$ cat src/rtl/dar_cmd_pkg.sv
// Shared types and constants for the byte-stream register-file command controller.
package dar_cmd_pkg;

    // Controller states
    typedef enum logic [2:0] {
        ST_IDLE  = 3'd0,
        ST_WDATA = 3'd1,
        ST_WRITE = 3'd2,
        ST_READ  = 3'd3,
        ST_RESP  = 3'd4
    } state_e;

    // Header byte: bit 7 selects write (1) or read (0), low bits carry the address
    localparam int HDR_RW_BIT = 7;

    localparam int unsigned ADDR_W_DEF = 7;
    localparam int unsigned DATA_W_DEF = 8;

endpackage

$ cat src/rtl/dar_cmd_ctrl_wdog.sv
// Idle-cycle watchdog for the WDATA state: counts consecutive idle cycles and
// flags expiry on the cycle the count would reach LIMIT. Only built when
// DAR_CMD_TIMEOUT_EN is defined.
module dar_cmd_wdog #(
    parameter int unsigned LIMIT = 255
) (
    input  logic clk,
    input  logic rst_n,
    input  logic clr,
    input  logic cnt_en,
    output logic expire
);
    localparam int unsigned CNT_W = $clog2(LIMIT + 1);

    logic [CNT_W-1:0] cnt_q;
    logic [CNT_W-1:0] cnt_d;

    // Expiry fires on the LIMIT-th consecutive idle cycle
    assign expire = cnt_en && !clr && (cnt_q == CNT_W'(LIMIT - 1));

    // Next count: clear has priority over counting
    always_comb begin
        cnt_d = cnt_q;
        if (clr) begin
            cnt_d = '0;
        end else if (cnt_en) begin
            cnt_d = cnt_q + 1'b1;
        end
    end

    // Counter register
    always_ff @(posedge clk) begin
        if (!rst_n) begin
            cnt_q <= '0;
        end else begin
            cnt_q <= cnt_d;
        end
    end

endmodule

$ cat src/rtl/dar_cmd_ctrl.sv
// Byte-stream command controller for the 128 x 8 register file.
// Header byte: bit 7 = write(1)/read(0), low bits = address; writes carry one
// data byte. All outputs are registered and derived from the next state.
// Optional feature: define DAR_CMD_TIMEOUT_EN to abort a write stuck in WDATA
// after TIMEOUT_CYC idle cycles (pulses err_timeout).
module dar_cmd_ctrl
    import dar_cmd_pkg::*;
#(
    parameter int unsigned ADDR_W      = ADDR_W_DEF,
    parameter int unsigned DATA_W      = DATA_W_DEF,
    parameter int unsigned TIMEOUT_CYC = 255
) (
    input  logic              clk,
    input  logic              rst_n,
    input  logic              cmd_valid,
    input  logic [DATA_W-1:0] cmd_data,
    output logic              cmd_ready,
    output logic              rsp_valid,
    output logic [DATA_W-1:0] rsp_data,
    input  logic              rsp_ready,
    output logic              reg_w_en,
    output logic              reg_r_en,
    output logic [ADDR_W-1:0] reg_addr,
    output logic [DATA_W-1:0] reg_wdata,
    input  logic [DATA_W-1:0] reg_rdata,
    output logic              busy,
    output logic              err_timeout
);

    if (TIMEOUT_CYC == 0) begin : g_bad_cfg
        $error("dar_cmd_ctrl: TIMEOUT_CYC must be nonzero");
    end

    state_e            state_q, state_d;
    logic              cmd_ready_q, cmd_ready_d;
    logic              rsp_valid_q, rsp_valid_d;
    logic [DATA_W-1:0] rsp_data_q, rsp_data_d;
    logic              w_en_q, w_en_d;
    logic              r_en_q, r_en_d;
    logic [ADDR_W-1:0] addr_q, addr_d;
    logic [DATA_W-1:0] wdata_q, wdata_d;
    logic              busy_q, busy_d;
    logic              err_q, err_d;

    logic cmd_hs;
    logic rsp_hs;
    logic wdog_expire;

    assign cmd_hs = cmd_valid && cmd_ready_q;
    assign rsp_hs = rsp_valid_q && rsp_ready;

`ifdef DAR_CMD_TIMEOUT_EN
    logic wdog_clr;
    logic wdog_en;

    // Counter is held clear outside WDATA (so it starts at zero on entry)
    // and on any cycle the sender presents a byte
    assign wdog_clr = (state_q != ST_WDATA) || cmd_valid;
    assign wdog_en  = (state_q == ST_WDATA);

    dar_cmd_wdog #(
        .LIMIT (TIMEOUT_CYC)
    ) u_wdog (
        .clk    (clk),
        .rst_n  (rst_n),
        .clr    (wdog_clr),
        .cnt_en (wdog_en),
        .expire (wdog_expire)
    );
`else
    assign wdog_expire = 1'b0;
`endif

    // Next-state, latched fields and registered outputs decoded from the next state
    always_comb begin
        state_d    = state_q;
        addr_d     = addr_q;
        wdata_d    = wdata_q;
        rsp_data_d = rsp_data_q;
        err_d      = 1'b0;

        unique case (state_q)
            ST_IDLE: begin
                if (cmd_hs) begin
                    addr_d  = cmd_data[ADDR_W-1:0];
                    state_d = cmd_data[HDR_RW_BIT] ? ST_WDATA : ST_READ;
                end
            end
            ST_WDATA: begin
                // A data handshake wins over a simultaneous expiry
                if (cmd_hs) begin
                    wdata_d = cmd_data;
                    state_d = ST_WRITE;
                end else if (wdog_expire) begin
                    err_d   = 1'b1;
                    state_d = ST_IDLE;
                end
            end
            ST_WRITE: begin
                state_d = ST_IDLE;
            end
            ST_READ: begin
                rsp_data_d = reg_rdata;
                state_d    = ST_RESP;
            end
            ST_RESP: begin
                if (rsp_hs) begin
                    state_d = ST_IDLE;
                end
            end
            default: begin
                state_d = ST_IDLE;
            end
        endcase

        cmd_ready_d = (state_d == ST_IDLE) || (state_d == ST_WDATA);
        w_en_d      = (state_d == ST_WRITE);
        r_en_d      = (state_d == ST_READ);
        rsp_valid_d = (state_d == ST_RESP);
        busy_d      = (state_d != ST_IDLE);
    end

    // State and output registers; reset drops any in-flight command
    always_ff @(posedge clk) begin
        if (!rst_n) begin
            state_q     <= ST_IDLE;
            cmd_ready_q <= 1'b0;
            rsp_valid_q <= 1'b0;
            rsp_data_q  <= '0;
            w_en_q      <= 1'b0;
            r_en_q      <= 1'b0;
            addr_q      <= '0;
            wdata_q     <= '0;
            busy_q      <= 1'b0;
            err_q       <= 1'b0;
        end else begin
            state_q     <= state_d;
            cmd_ready_q <= cmd_ready_d;
            rsp_valid_q <= rsp_valid_d;
            rsp_data_q  <= rsp_data_d;
            w_en_q      <= w_en_d;
            r_en_q      <= r_en_d;
            addr_q      <= addr_d;
            wdata_q     <= wdata_d;
            busy_q      <= busy_d;
            err_q       <= err_d;
        end
    end

    assign cmd_ready   = cmd_ready_q;
    assign rsp_valid   = rsp_valid_q;
    assign rsp_data    = rsp_data_q;
    assign reg_w_en    = w_en_q;
    assign reg_r_en    = r_en_q;
    assign reg_addr    = addr_q;
    assign reg_wdata   = wdata_q;
    assign busy        = busy_q;
    assign err_timeout = err_q;

endmodule

$ cat config.mk
export PLATFORM = sky130hd
export DESIGN_NAME = dar_cmd_ctrl
export DESIGN_NICKNAME = d
export VERILOG_FILES = /design/src/rtl/dar_cmd_pkg.sv /design/src/rtl/dar_cmd_ctrl_wdog.sv /design/src/rtl/dar_cmd_ctrl.sv
export SDC_FILE = /design/constraint.sdc
export NUM_CORES = 1
export LEC_CHECK = 0
export ABC_AREA = 0
export CAP_MARGIN = 20
export CORE_MARGIN = 2
export CORE_UTILIZATION = 35
export CTS_CLUSTER_DIAMETER = 40
export DETAILED_ROUTE_END_ITERATION = 8
export GPL_TIMING_DRIVEN = 0
export PLACE_DENSITY = 0.68
export SLEW_MARGIN = 20
export SYNTH_ARGS = -nofsm -noshare
export SYNTH_HDL_FRONTEND = slang
export SYNTH_SLANG_ARGS = --single-unit
$ cat constraint.sdc
create_clock -name clk -period 2.2 [get_ports clk]
set_input_delay 0.44 -clock clk [delete_from_list [all_inputs] [get_ports clk]]
set_output_delay 0.44 -clock clk [all_outputs]
set_load 0.01 [all_outputs]
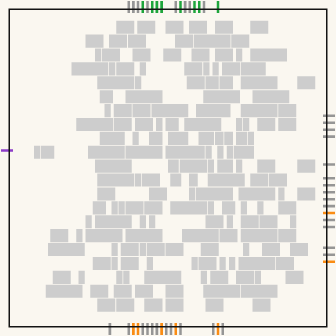
(run_1/pinout.png)
Pins as bars across the die edge, other pins in gray.
Key: `rsp_data` = green [pins 8, direction output, edge north]; `err_timeout` = purple [pins 1, direction output, edge west]; `reg_addr` = orange [pins 7, direction output, edge 5 south, 2 east]
All pins by edge: 16 east, 16 south, 16 north, 1 west.
die width: 61.8 um
Port Buffers: 46
DIE HEIGHT: 61.8 um

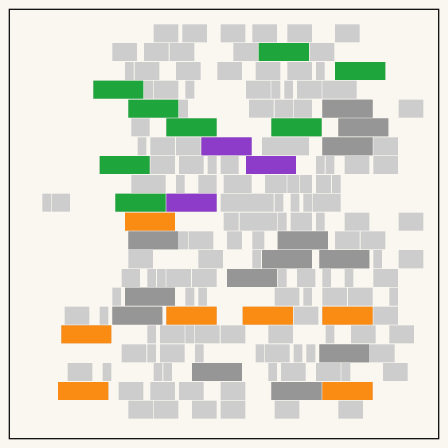
(run_1/ff_map.png)
Other sequential cells in the stronger gray, the rest of the logic in the fainter gray.
Key: `reg_addr` = orange [flops 7]; `state_q` = purple [flops 3]; `rsp_data` = green [flops 8]
Another 13 sequential cells are not colored.

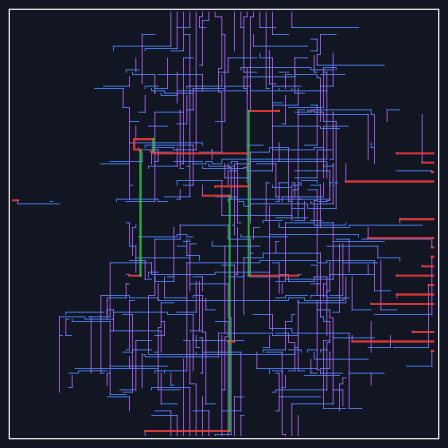
(run_1/layers.png)
Key: M2 = purple [wire length 1240 um]; M3 = red [wire length 127 um]; M4 = green [wire length 77.5 um]; M1 = blue [wire length 1180 um]

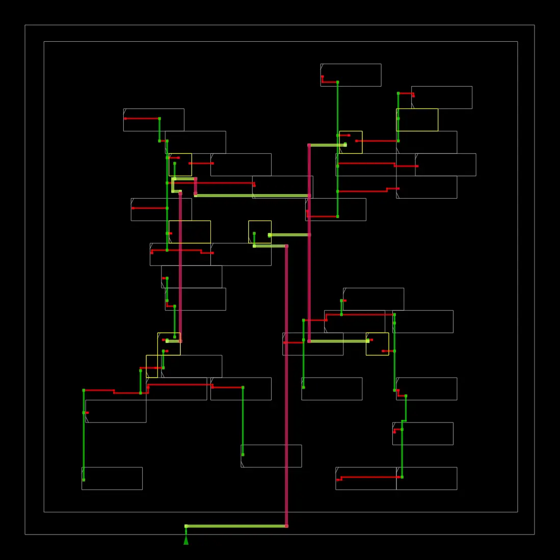
(run_1/clock_nets.png)
total CTS buffers: 5
P_clk: 0.369 mW
Seq Cell Count: 31
CLK BUF: 8

==> out/results.ini, run 1 <==
[pwr]
powerDensity_mw_per_mm2 = 625
clkPwrFrac = 0.336
pwr-share-seq = 0.535
comb_power_share = 0.129
power.group.top = registers
p_leak_nw = 0.717
internal_power_mw = 0.846
power_mw = 1.10
switchingPower_mw = 0.253
powerSeq_mw = 0.589
irDropWorstVdd_mv = 0.304

[detailed_routing]
drtAntennaViolNets = 0
dr.pass1.iters = 4
dr.max_layer_used = met4
drtIter0Drc = 22
drt-met1-wl_um = 1180
wl_per_cell_um = 12.2

[job]
tool_warnings = 26

[grt]
grt_pass1_wl_um = 4200
met2_usage = 0.251
grt-busiest-layer = met2
grt_use_met3 = 0.0373
grt_max_degree = 11
antenna_found_initial = 0
track_usage = 0.155

[setup_path]
slowest_stage = clkdlybuf4s50_1
endpoint = cmd_ready
cp.depth = 1
worstSetupStartpoint = cmd_ready
path_buffers = 1
r2r_end = reg_addr[4]
worstPathMaxFanout = 4
worstSetupPathType = flop to output pin
cp-start-kind = flop
critPathMaxStageDelay_ns = 0.56
ff2ff_path_depth = 3
worst_setup_path_end_kind = output pin

[cells_and_area]
nNonClkInverters = 2
final_cell_mix = 46 x clkdlybuf4s50_1, 31 x dfxtp_1, 25 x nand2_1, 23 x mux2i_1, 13 x nor2_1
comb-cell-share = 0.280
stdcell_count = 215
final.fill_count = 320
syn2layout_area_growth_pct = 50.1
layout.nonclk_buf_frac = 0.290
seq_area_um2 = 621
clock_cell_area_share = 0.0391
finalInstanceArea_mm2 = 0.00176
seq_share = 0.353
drive_above_1_share = 0.0828
fin_util = 0.535

[place]
dp.cells = 207
gp_congestion = 0.787
dpl.hpwl_um = 2020
postPlaceCellArea_mm2 = 0.00169

[yosys]
ys_ff = 31
synthTopLogicFamily = multiplexers
synthAdderAreaFrac = 0
seq_area_frac_synth = 0.530
syn_area_mm2 = 0.00117
simple_gate_area_frac = 0.174
edf_count = 0
yosysWarnings = 0
ys_types = 21
ys_cells = 115
ys_area_mm2 = 0.00117
ys.flop_type = dfxtp_1
xor_share = 0.00748

[timing]
slew_headroom = 0.535
skew_ns = 0.00427
min_period_ns = 1.71
worst_slack_ns = 0.489
rsz0062_at_grt = no
setup_violations = 0
slew_viol_final = 0
worst_slew_pin_slew_ns = 0.693
fin_hold_ws_ns = 0.463

[outcome]
status = finished clean

[clock_network]
cts_tree = done
clk_latency_ns = 0.32
clk_pin_slew_ns = 0.09
ctsHoldBuffers = 0
post_cts_buffers = 0
clock_path_buffers = 2
cts_root_buffer = clkbuf_4

[floorplan]
die_area_mm2 = 0.00382
top_level_ports = 49

[min_path]
hp-class = flop to flop
worstHoldStart = reg_addr[1]

==> run_1/gates.png <==
Scale bar: 20 um.
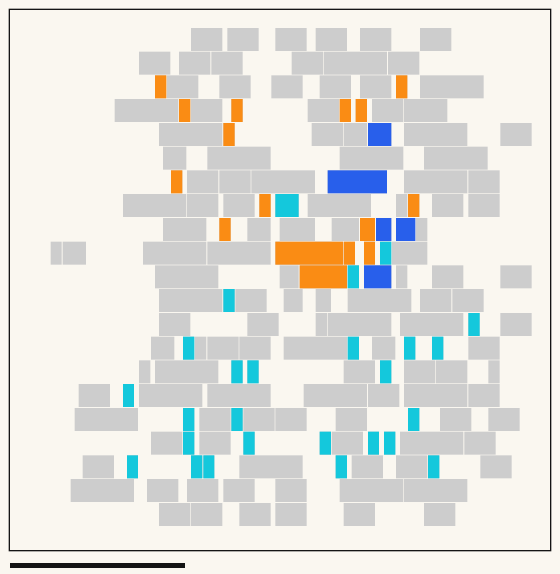

==> run 2: changes to the inputs <==
--- a/config.mk
+++ b/config.mk
@@ -12,7 +12,7 @@
 export CTS_CLUSTER_DIAMETER = 40
 export DETAILED_ROUTE_END_ITERATION = 8
 export GPL_TIMING_DRIVEN = 0
-export PLACE_DENSITY = 0.68
+export PLACE_DENSITY = 0.7
 export SLEW_MARGIN = 20
 export SYNTH_ARGS = -nofsm -noshare
 export SYNTH_HDL_FRONTEND = slang
==> constraint.sdc (replaced) <==
create_clock -name clk -period 1.4 [get_ports clk]
set_input_delay 0.28 -clock clk [delete_from_list [all_inputs] [get_ports clk]]
set_output_delay 0.28 -clock clk [all_outputs]
set_load 0.01 [all_outputs]
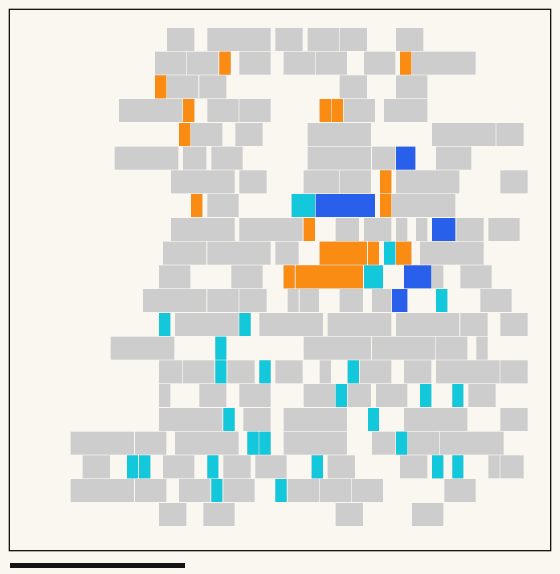
(run_2/gates.png)
Scale bar: 20 um.
Key: aoi and oai cells = blue [cells 5, where east]; nor cells = orange [cells 16]; nand cells = cyan [cells 26]

==> run 2 against run 1 <==
Hold slack lost 0.040 ns. Critical endpoint is now reg_wdata[3]. Highest routed layer unchanged. Power rose by 57%. Worst setup slack lost 0.46 ns. Largest cell class unchanged. Via count is 0.10% higher.
==> out/results.ini, run 2 <==
[grt]
antenna_found_initial = 0  ; unchanged
track_usage = 0.159  ; +0.00488

[yosys]
syn_area_mm2 = 0.00117  ; unchanged
ys_cells = 115  ; unchanged
ys_ff = 31  ; unchanged
synthTopLogicFamily = multiplexers
simple_gate_area_frac = 0.174  ; unchanged
synthAdderAreaFrac = 0  ; unchanged
edf_count = 0  ; unchanged

[floorplan]
die_width_um = 61.8  ; unchanged
die_area_mm2 = 0.00382  ; unchanged

[cells_and_area]
drive_above_1_share = 0.105  ; +0.0224
fin_util = 0.531  ; -0.00419
seq_cells = 31  ; unchanged
syn2layout_area_growth_pct = 48.9
nClkBuffers = 8  ; unchanged
seq_share = 0.357  ; +0.00350

[pwr]
p_leak_nw = 0.856  ; +19%
pg_clk_mw = 0.582  ; +58%
irDropWorstVdd_mv = 0.468  ; +54%
internal_power_mw = 1.32  ; +56%
powerSeq_mw = 0.924  ; +57%

[timing]
min_period_ns = 1.37
slew_viol_final = 0  ; unchanged
rsz0062_at_grt = no

[detailed_routing]
wl_per_cell_um = 12.6  ; +3.1%
drt-met1-wl_um = 1140  ; -3.3%

[clock_network]
post_cts_buffers = 2  ; +2
clock_path_buffers = 2  ; unchanged
ctsHoldBuffers = 0  ; unchanged
clk_latency_ns = 0.33  ; about the same
cts_tree = done

[setup_path]
endpoint = reg_wdata[3]
worst_setup_path_end_kind = flop
cp-start-kind = input port

[place]
port-buffer-count = 46  ; unchanged
gp_congestion = 0.810  ; +2.9%
dpl.hpwl_um = 2040  ; +0.95%

[min_path]
worstHoldStart = rst_n

[outcome]
status = finished clean

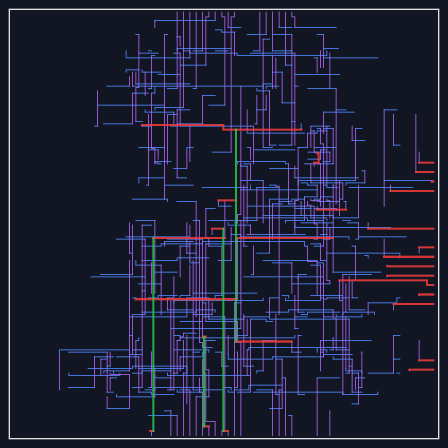
(run_2/layers.png)
Key: M4 = green [wire length 101 um]; M2 = purple [wire length 1340 um]; M1 = blue [wire length 1140 um]; M3 = red [wire length 153 um]

No activity file was given, so power comes from the tool's default toggle rates.
